`src/rtl/divekick_pkg.sv`:
```
// Shared types and constants for the dive/kick game: phase and winner encodings,
// player state codes and default frame timings.
package divekick_pkg;

  typedef enum logic [2:0] {
    TITLE      = 3'd0,
    READY      = 3'd1,
    FIGHT      = 3'd2,
    HIT_FREEZE = 3'd3,
    MATCH_OVER = 3'd4
  } game_phase_t;

  typedef enum logic [1:0] {
    WIN_NONE = 2'd0,
    WIN_P1   = 2'd1,
    WIN_P2   = 2'd2,
    WIN_DRAW = 2'd3
  } winner_t;

  // Player motion state codes that mean "kick active".
  localparam logic [2:0] PSTATE_KICK_A = 3'd2;
  localparam logic [2:0] PSTATE_KICK_B = 3'd5;

  localparam int DEF_WINS_TO_MATCH = 3;
  localparam int DEF_FREEZE_FRAMES = 60;
  localparam int DEF_READY_FRAMES  = 90;
  localparam int DEF_ROUND_FRAMES  = 5940;

endpackage

```
`src/rtl/frame_tick.sv`:
```
// Frame strobe synchronizer and rising-edge detector; tick_o is one clock wide,
// two clocks after the frame_clk edge. Also used by the render block.
module frame_tick (
  input  logic clk_i,
  input  logic rst_ni,
  input  logic frame_clk_i,
  output logic tick_o
);

  logic sync1_q, sync2_q, prev_q;

  always_ff @(posedge clk_i or negedge rst_ni) begin
    if (!rst_ni) begin
      sync1_q <= 1'b0;
      sync2_q <= 1'b0;
      prev_q  <= 1'b0;
    end else begin
      sync1_q <= frame_clk_i;
      sync2_q <= sync1_q;
      prev_q  <= sync2_q;
    end
  end

  assign tick_o = sync2_q & ~prev_q;

endmodule

```
`src/rtl/round_controller.sv`:
```
// Match sequencer owning game phase: title, ready countdown, fight, hit freeze, match over.
// Optional round time limit is built when ROUND_TIMER_TIME_LIMIT_EN is defined.
module round_controller
  import divekick_pkg::*;
#(
  parameter int WINS_TO_MATCH = DEF_WINS_TO_MATCH,
  parameter int FREEZE_FRAMES = DEF_FREEZE_FRAMES,
  parameter int READY_FRAMES  = DEF_READY_FRAMES,
  parameter int ROUND_FRAMES  = DEF_ROUND_FRAMES
) (
  input  logic       Clk,
  input  logic       Reset_n,
  input  logic       frame_clk,
  input  logic       start,
  input  logic       p1_hit,
  input  logic       p2_hit,
  output logic       Freeze,
  output logic       round_reset,
  output logic [2:0] game_phase,
  output logic [2:0] p1_score,
  output logic [2:0] p2_score,
`ifdef ROUND_TIMER_TIME_LIMIT_EN
  output logic [6:0] round_time_left,
`endif
  output logic [1:0] winner
);

  localparam logic [2:0] WINS      = 3'(WINS_TO_MATCH);
  localparam logic [7:0] READY_END = 8'(READY_FRAMES - 1);
  localparam logic [7:0] FRZ_END   = 8'(FREEZE_FRAMES - 1);

  game_phase_t state_q, state_d;
  winner_t     winner_q, winner_d;
  logic [7:0]  cnt_q, cnt_d;
  logic [2:0]  p1_score_q, p1_score_d;
  logic [2:0]  p2_score_q, p2_score_d;
  logic        round_reset_q, round_reset_d;
  logic        start_q;
  logic        start_rise;
  logic        tick;
  logic        timeout;

  frame_tick u_frame_tick (
    .clk_i       (Clk),
    .rst_ni      (Reset_n),
    .frame_clk_i (frame_clk),
    .tick_o      (tick)
  );

  assign start_rise = start & ~start_q;

`ifdef ROUND_TIMER_TIME_LIMIT_EN
  localparam logic [12:0] ROUND_END = 13'(ROUND_FRAMES - 1);
  localparam logic [6:0]  SEC_INIT  = 7'(ROUND_FRAMES / 60);
  localparam logic [5:0]  SUB_INIT  = 6'(ROUND_FRAMES % 60);

  logic [12:0] rcnt_q, rcnt_d;
  logic [6:0]  sec_q, sec_d;
  logic [5:0]  sub_q, sub_d;

  assign timeout = tick && (rcnt_q == ROUND_END);

  // Seconds are tracked as (remaining / 60, remaining % 60) so no divider is needed.
  always_comb begin
    rcnt_d = rcnt_q;
    sec_d  = sec_q;
    sub_d  = sub_q;
    if (state_d == FIGHT && state_q != FIGHT) begin
      rcnt_d = '0;
      sec_d  = SEC_INIT;
      sub_d  = SUB_INIT;
    end else if (state_q == FIGHT && tick) begin
      rcnt_d = rcnt_q + 13'd1;
      if (sub_q == 6'd0) begin
        sub_d = 6'd59;
        if (sec_q != 7'd0) sec_d = sec_q - 7'd1;
      end else begin
        sub_d = sub_q - 6'd1;
      end
    end
  end

  always_ff @(posedge Clk or negedge Reset_n) begin
    if (!Reset_n) begin
      rcnt_q <= '0;
      sec_q  <= '0;
      sub_q  <= '0;
    end else begin
      rcnt_q <= rcnt_d;
      sec_q  <= sec_d;
      sub_q  <= sub_d;
    end
  end

  assign round_time_left = sec_q;
`else
  logic unused_round_frames;
  assign unused_round_frames = (ROUND_FRAMES != 0);
  assign timeout = 1'b0;
`endif

  always_comb begin
    state_d       = state_q;
    winner_d      = winner_q;
    p1_score_d    = p1_score_q;
    p2_score_d    = p2_score_q;
    round_reset_d = 1'b0;
    cnt_d         = tick ? cnt_q + 8'd1 : cnt_q;

    case (state_q)
      TITLE: begin
        if (start_rise) begin
          state_d       = READY;
          round_reset_d = 1'b1;
          p1_score_d    = '0;
          p2_score_d    = '0;
          winner_d      = WIN_NONE;
        end
      end
      READY: begin
        if (tick && cnt_q == READY_END) state_d = FIGHT;
      end
      FIGHT: begin
        // Hits take priority over a timeout landing in the same clock.
        if (p1_hit && p2_hit) begin
          winner_d = WIN_DRAW;
          state_d  = HIT_FREEZE;
        end else if (p1_hit) begin
          if (p1_score_q != WINS) p1_score_d = p1_score_q + 3'd1;
          winner_d = WIN_P1;
          state_d  = HIT_FREEZE;
        end else if (p2_hit) begin
          if (p2_score_q != WINS) p2_score_d = p2_score_q + 3'd1;
          winner_d = WIN_P2;
          state_d  = HIT_FREEZE;
        end else if (timeout) begin
          winner_d = WIN_DRAW;
          state_d  = HIT_FREEZE;
        end
      end
      HIT_FREEZE: begin
        if (tick && cnt_q == FRZ_END) begin
          if (p1_score_q == WINS || p2_score_q == WINS) begin
            state_d = MATCH_OVER;
          end else begin
            state_d       = READY;
            round_reset_d = 1'b1;
            winner_d      = WIN_NONE;
          end
        end
      end
      MATCH_OVER: begin
        if (start_rise) begin
          state_d  = TITLE;
          winner_d = WIN_NONE;
        end
      end
      default: state_d = TITLE;
    endcase

    if (state_d != state_q) cnt_d = '0;
  end

  always_ff @(posedge Clk or negedge Reset_n) begin
    if (!Reset_n) begin
      state_q       <= TITLE;
      winner_q      <= WIN_NONE;
      cnt_q         <= '0;
      p1_score_q    <= '0;
      p2_score_q    <= '0;
      round_reset_q <= 1'b0;
      start_q       <= 1'b0;
    end else begin
      state_q       <= state_d;
      winner_q      <= winner_d;
      cnt_q         <= cnt_d;
      p1_score_q    <= p1_score_d;
      p2_score_q    <= p2_score_d;
      round_reset_q <= round_reset_d;
      start_q       <= start;
    end
  end

  assign Freeze      = (state_q != FIGHT);
  assign round_reset = round_reset_q;
  assign game_phase  = state_q;
  assign p1_score    = p1_score_q;
  assign p2_score    = p2_score_q;
  assign winner      = winner_q;

endmodule

```
`config.mk`:
```
export PLATFORM = sky130hd
export DESIGN_NAME = round_controller
export DESIGN_NICKNAME = d
export VERILOG_FILES = /design/src/rtl/divekick_pkg.sv /design/src/rtl/frame_tick.sv /design/src/rtl/round_controller.sv
export SDC_FILE = /design/constraint.sdc
export NUM_CORES = 1
export LEC_CHECK = 0
export ABC_AREA = 1
export CORE_AREA = 8 8 60 62
export CTS_BUF_LIST = sky130_fd_sc_hd__clkbuf_2 sky130_fd_sc_hd__clkbuf_4 sky130_fd_sc_hd__clkbuf_8
export CTS_CLUSTER_DIAMETER = 80
export DETAILED_ROUTE_END_ITERATION = 8
export DIE_AREA = 0 0 68 70
export PLACE_DENSITY = 0.82
export SYNTH_ARGS = -nofsm -noshare
export SYNTH_HDL_FRONTEND = slang
export SYNTH_SLANG_ARGS = --single-unit
```
`constraint.sdc`:
```
create_clock -name Clk -period 2.09 [get_ports Clk]
set_input_delay 0.3135 -clock Clk [delete_from_list [all_inputs] [get_ports Clk]]
set_output_delay 0.3135 -clock Clk [all_outputs]
set_load 0.05 [all_outputs]
```
Fig. 1: run 1, metal 1
Scale bar: 20 um.
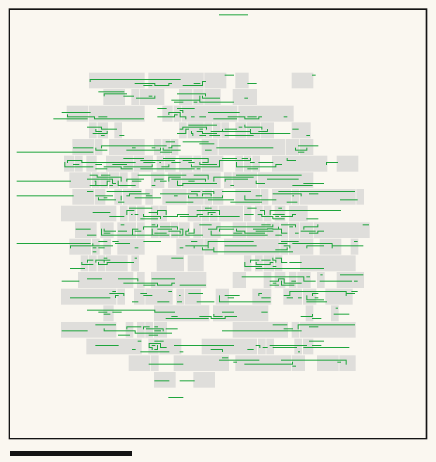
longest straight run: 14.7 um
nets with wire on the layer: 182
wire length on this layer: 1180 um
met1 GRT Util: 0.135
routed vias: 1134
WL final: 2900 um

Fig. 2: run 1, M2 wires
Scale bar: 20 um.
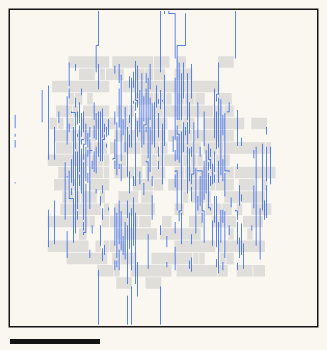
longest straight run: 21.8 um
share of all routed wire: 53%
routing usage on met2: 0.235

Fig. 3: run 1, met3 routing
Scale bar: 20 um.
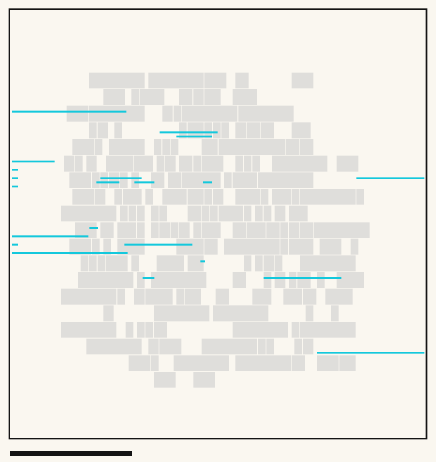
main direction: horizontal
wire length on this layer: 142 um
met3 Usage GRT: 0.0303

Fig. 4: run 1, ports around the boundary
Scale bar: 20 um. Pins as bars across the die edge, other pins in gray.
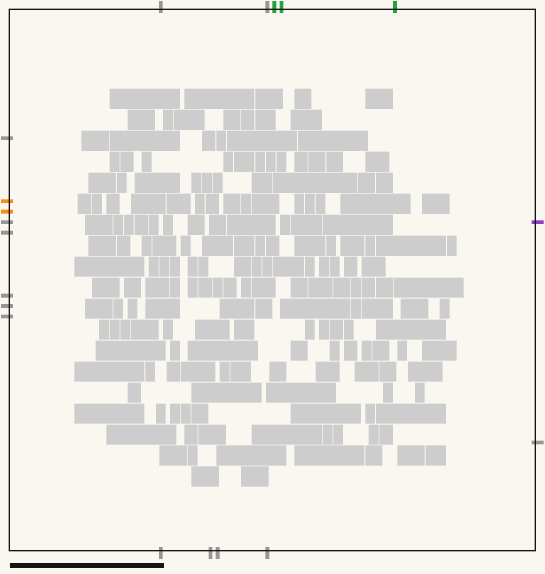
[game_phase] green | pins: 3 | direction: output | edge: north
[round_reset] purple | pins: 1 | direction: output | edge: east
[winner] orange | pins: 2 | direction: output | edge: west
all pins by edge: 8 west, 5 north, 4 south, 2 east
Die Y: 70 um
Die X: 68 um
PortBufs: 18

==> results.json, run 1 <==
{
  "status": "finished, final reports clean",
  "post_cts_resized": 0,
  "final-nonclk-buf-share": 0.110,
  "clock_latency_ns": 0.31,
  "final_layout_top_logic_cells": "nand2_1 (30), dfrtp_1 (24), inv_1 (17), clkdlybuf4s50_1 (17), nor2_1 (14)",
  "comb-cell-share": 0.420,
  "rrSetupSlack_ns": 0.30,
  "worstPathArrival_ns": 1.68,
  "cts_setup_buffers": 0,
  "ys_types": 26,
  "grt_pass1_vias": 1226,
  "dpl_cell_area_mm2": 0.00164,
  "firstDrtPassIters": 5,
  "gr-max-usage-layer": "met2",
  "p_leak_uw": 0.000774,
  "yosysMostFrequentCell": "nand2_1",
  "simple_gate_share": 0.337,
  "met3_length_um": 141,
  "worstReg2RegEnd": "cnt_q[1]$_DFFE_PN0P_",
  "gp_congestion": 0.857,
  "antennaDiodeCount": 0,
  "finalClockPeriodUsage": 0.952,
  "cp.depth": 1,
  "numCtsBuffers": 3,
  "netlist_area_mm2": 0.00141,
  "sh_seq_area": 0.356,
  "top_cells_by_area": "dfrtp_1 (43%), nand2_1 (8.0%), ha_1 (5.3%)",
  "drc": 0,
  "fillers": 238,
  "path_class": "flop to output port",
  "areaGrowthSynthToFinish_pct": 19.6,
  "cp.required_ns": 1.78,
  "ys_sh_aoi": 0.0691,
  "met2_length_um": 1530
}
## run 1: stage by stage
stage / total power [uW] / utilization / cells / hold slack (ns)
CTS: 1240 / 0.634 / 219 / 0.335
detailed placement: 901 / 0.614 / 215 / 0.340
global route: 1290 / 0.634 / 219 / 0.361
floorplan: 797 / - / 165 / 0.0179
global placement: 890 / 0.614 / 215 / 0.332
finish: 1220 / 0.634 / 219 / 0.338
## run 1: sequential cells by signal, indices dropped and copies added, names as in the netlist
register              flops
u_frame_tick.prev_q       1
u_frame_tick.sync1_q      1
p1_score                  3
cnt_q                     8
game_phase                3
u_frame_tick.sync2_q      1
p2_score                  3
round_reset               1
winner                    2
start_q                   1
## run 1: power breakdown
part	leakage, uW	internal, uW	switching (uW)
clock network	0.0000279	194	138
registers	0.000316	509	46.2
logic	0.000430	117	220
## Run 2: what changed since run 1
CAP_MARGIN = 10   (was unset)
CORE_AREA = 8 8 69 71   (was 8 8 60 62)
CTS_BUF_LIST = sky130_fd_sc_hd__clkbuf_8 sky130_fd_sc_hd__clkbuf_16   (was sky130_fd_sc_hd__clkbuf_2 sky130_fd_sc_hd__clkbuf_4 sky130_fd_sc_hd__clkbuf_8)
DIE_AREA = 0 0 77 79   (was 0 0 68 70)
PLACE_DENSITY = 0.63   (was 0.82)
Fig. 5: run 2, met3 routing
Scale bar: 20 um.
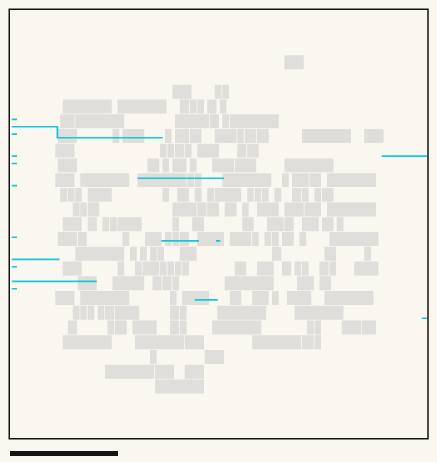
longest straight run: 19.3 um
nets with wire on the layer: 15
routed vias: 1042
WL final: 2570 um

Fig. 6: run 2, ports around the boundary
Scale bar: 20 um. Pins as bars across the die edge, other pins in gray.
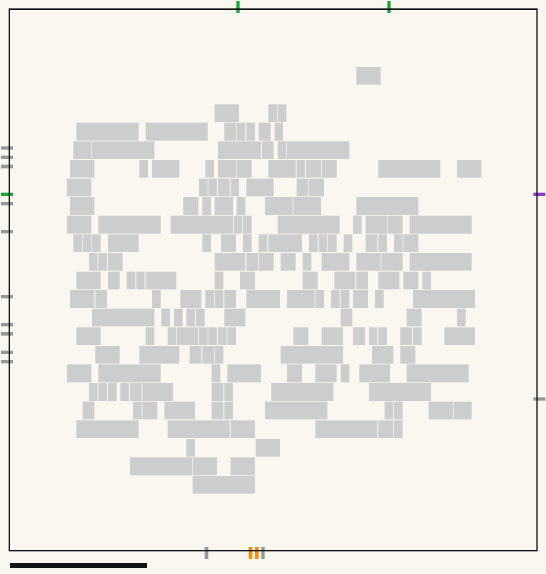
[winner] orange | pins: 2 | direction: output | edge: south
[game_phase] green | pins: 3 | direction: output | edge: 2 north, 1 west
[round_reset] purple | pins: 1 | direction: output | edge: east
Die Y: 79 um
Die X: 77 um

==> run 2 against run 1 <==
Effect of this change: critical path depth did not move; clock skew about the same; synthesized cell count did not move; sequential power decreased by 0.7%; non-clock buffer count did not move; register-to-register slack better by 0.06 ns; flip-flop count did not move; setup slack improved by 0.083 ns; critical path type unchanged; highest routed layer unchanged.
==> results.json, run 2 <==
{
  "final_layout_top_logic_cells": "nand2_1 (30), dfrtp_1 (24), inv_1 (17), clkdlybuf4s50_1 (17), nor2_1 (14)",
  "top_cells_by_area": "dfrtp_1 (43%), nand2_1 (8.0%), ha_1 (5.3%)",
  "internal_power_uw": 754,
  "p_leak_uw": 0.000768,
  "yosysMostFrequentCell": "nand2_1",
  "status": "finished, final reports clean",
  "use_met3": 0.0248,
  "path_class": "flop to output port",
  "cp.depth": 1,
  "grt_pass1_vias": 1033,
  "worstReg2RegEnd": "cnt_q[4]$_DFFE_PN0P_",
  "ys_sh_aoi": 0.0691,
  "rrSetupSlack_ns": 0.36,
  "slowest_stage": "clkdlybuf4s50_1",
  "netlist_area_mm2": 0.00141,
  "worstPathArrival_ns": 1.59,
  "met2_length_um": 1160,
  "fillers": 395,
  "met3_length_um": 94,
  "drc": 0,
  "numCtsBuffers": 3,
  "clkPwrFrac": 0.230,
  "largest_register_ffs": 8,
  "ys_types": 26,
  "use_met1": 0.117,
  "comb-cell-share": 0.417,
  "combPwrFrac": 0.289,
  "firstDrtPassIters": 4,
  "post_cts_resized": 0,
  "largest_register": "cnt_q",
  "globalRouteMet2Util": 0.151,
  "finalClockPeriodUsage": 0.912,
  "cts_setup_buffers": 0,
  "p_switching_uw": 393,
  "switching_share": 0.342
}
==> run 2: cell count changes in the layout (fill, tap and decap cells not counted), sizes merged <==
cell    change
bufinv      -1
==> run 2: metrics by stage <==
stage	instances	utilization	hold WS (ns)	total power (uW)
6_report	237	0.448	0.351	1150
2_1_floorplan	165	-	0.0179	797
5_1_grt	237	0.448	0.360	1210
3_3_place_gp	234	0.437	0.334	897
4_1_cts	237	0.448	0.355	1170
3_5_place_dp	234	0.437	0.336	900
==> run 2: power by group through the flow <==
stage | Combinational [uW] | Clock [uW] | Sequential, uW
floorplan | 167 | 0 | 629
global placement | 335 | 0 | 563
detailed placement | 337 | 0 | 563
CTS | 338 | 277 | 553
global route | 361 | 290 | 561
finish | 331 | 264 | 552
## Run 3: what changed since run 2
CORE_AREA = 8 8 94 54   (was 8 8 69 71)
DIE_AREA = 0 0 102 62   (was 0 0 77 79)
SETUP_SLACK_MARGIN = 0.3   (was unset)
Fig. 7: run 3, met3 routing
Scale bar: 20 um.
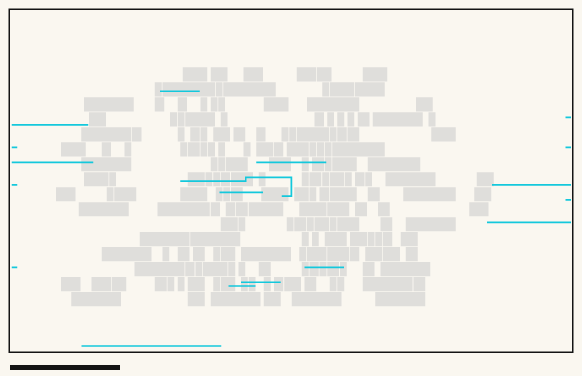
longest straight run: 25.1 um
nets with wire on the layer: 17
met3 Usage GRT: 0.0333
routed vias: 1138
WL final: 3150 um

Fig. 8: run 3, M2 wires
Scale bar: 20 um.
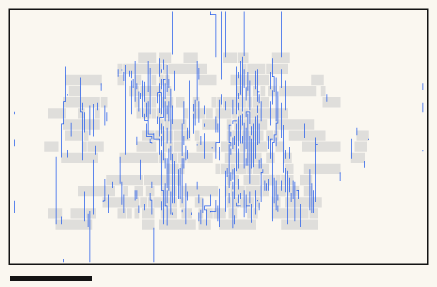
main direction: vertical
longest straight run: 21.8 um
nets with wire on the layer: 165
wire length on this layer: 1320 um
share of all routed wire: 42%
routing usage on met2: 0.146

==> run 3 against run 2 <==
Effect of this change: core utilization is 3.4 points higher; clock skew hardly changed; design area up 5.5%; via count grew 9.2%; synthesized area did not move; largest cell class unchanged.
==> results.json, run 3 <==
{
  "status": "finished, final reports clean",
  "path_class": "flop to output port",
  "worstPathArrival_ns": 1.40,
  "dpl_cell_area_mm2": 0.00167,
  "use_met1": 0.153,
  "met2_length_um": 1320,
  "firstDrtPassIters": 6,
  "comb-cell-share": 0.417,
  "p_leak_uw": 0.000886,
  "post_cts_resized": 8,
  "drc": 0,
  "simple_gate_share": 0.337,
  "p_seq_frac": 0.447,
  "p_total_uw": 1250,
  "cp.required_ns": 1.78,
  "pg_seq_uw": 559,
  "holdWs_ns": 0.362,
  "grt_pass1_vias": 1073,
  "final_core_util": 0.482,
  "slowest_stage": "clkdlybuf4s50_1",
  "final-nonclk-buf-share": 0.119,
  "areaGrowthSynthToFinish_pct": 27.1,
  "combPwrFrac": 0.297,
  "cp.depth": 1,
  "dp_cells": 238,
  "internal_power_uw": 815,
  "cts_setup_buffers": 0,
  "yosysMostFrequentCell": "nand2_1",
  "clock_latency_ns": 0.27
}
==> run 3: how the worst min path moves through the flow <==
stage | end | slack (ns) | start | cells after the start
floorplan | cnt_q[0]$_DFFE_PN0P_ | 0.02 | Reset_n | 0
global placement | u_frame_tick.sync2_q$_DFF_PN0_ | 0.34 | u_frame_tick.sync1_q$_DFF_PN0_ | 0
detailed placement | u_frame_tick.sync2_q$_DFF_PN0_ | 0.35 | u_frame_tick.sync1_q$_DFF_PN0_ | 0
CTS | u_frame_tick.sync2_q$_DFF_PN0_ | 0.37 | u_frame_tick.sync1_q$_DFF_PN0_ | 0
global route | u_frame_tick.sync2_q$_DFF_PN0_ | 0.37 | u_frame_tick.sync1_q$_DFF_PN0_ | 0
finish | u_frame_tick.sync2_q$_DFF_PN0_ | 0.36 | u_frame_tick.sync1_q$_DFF_PN0_ | 0
No activity file was given, so power comes from the tool's default toggle rates.
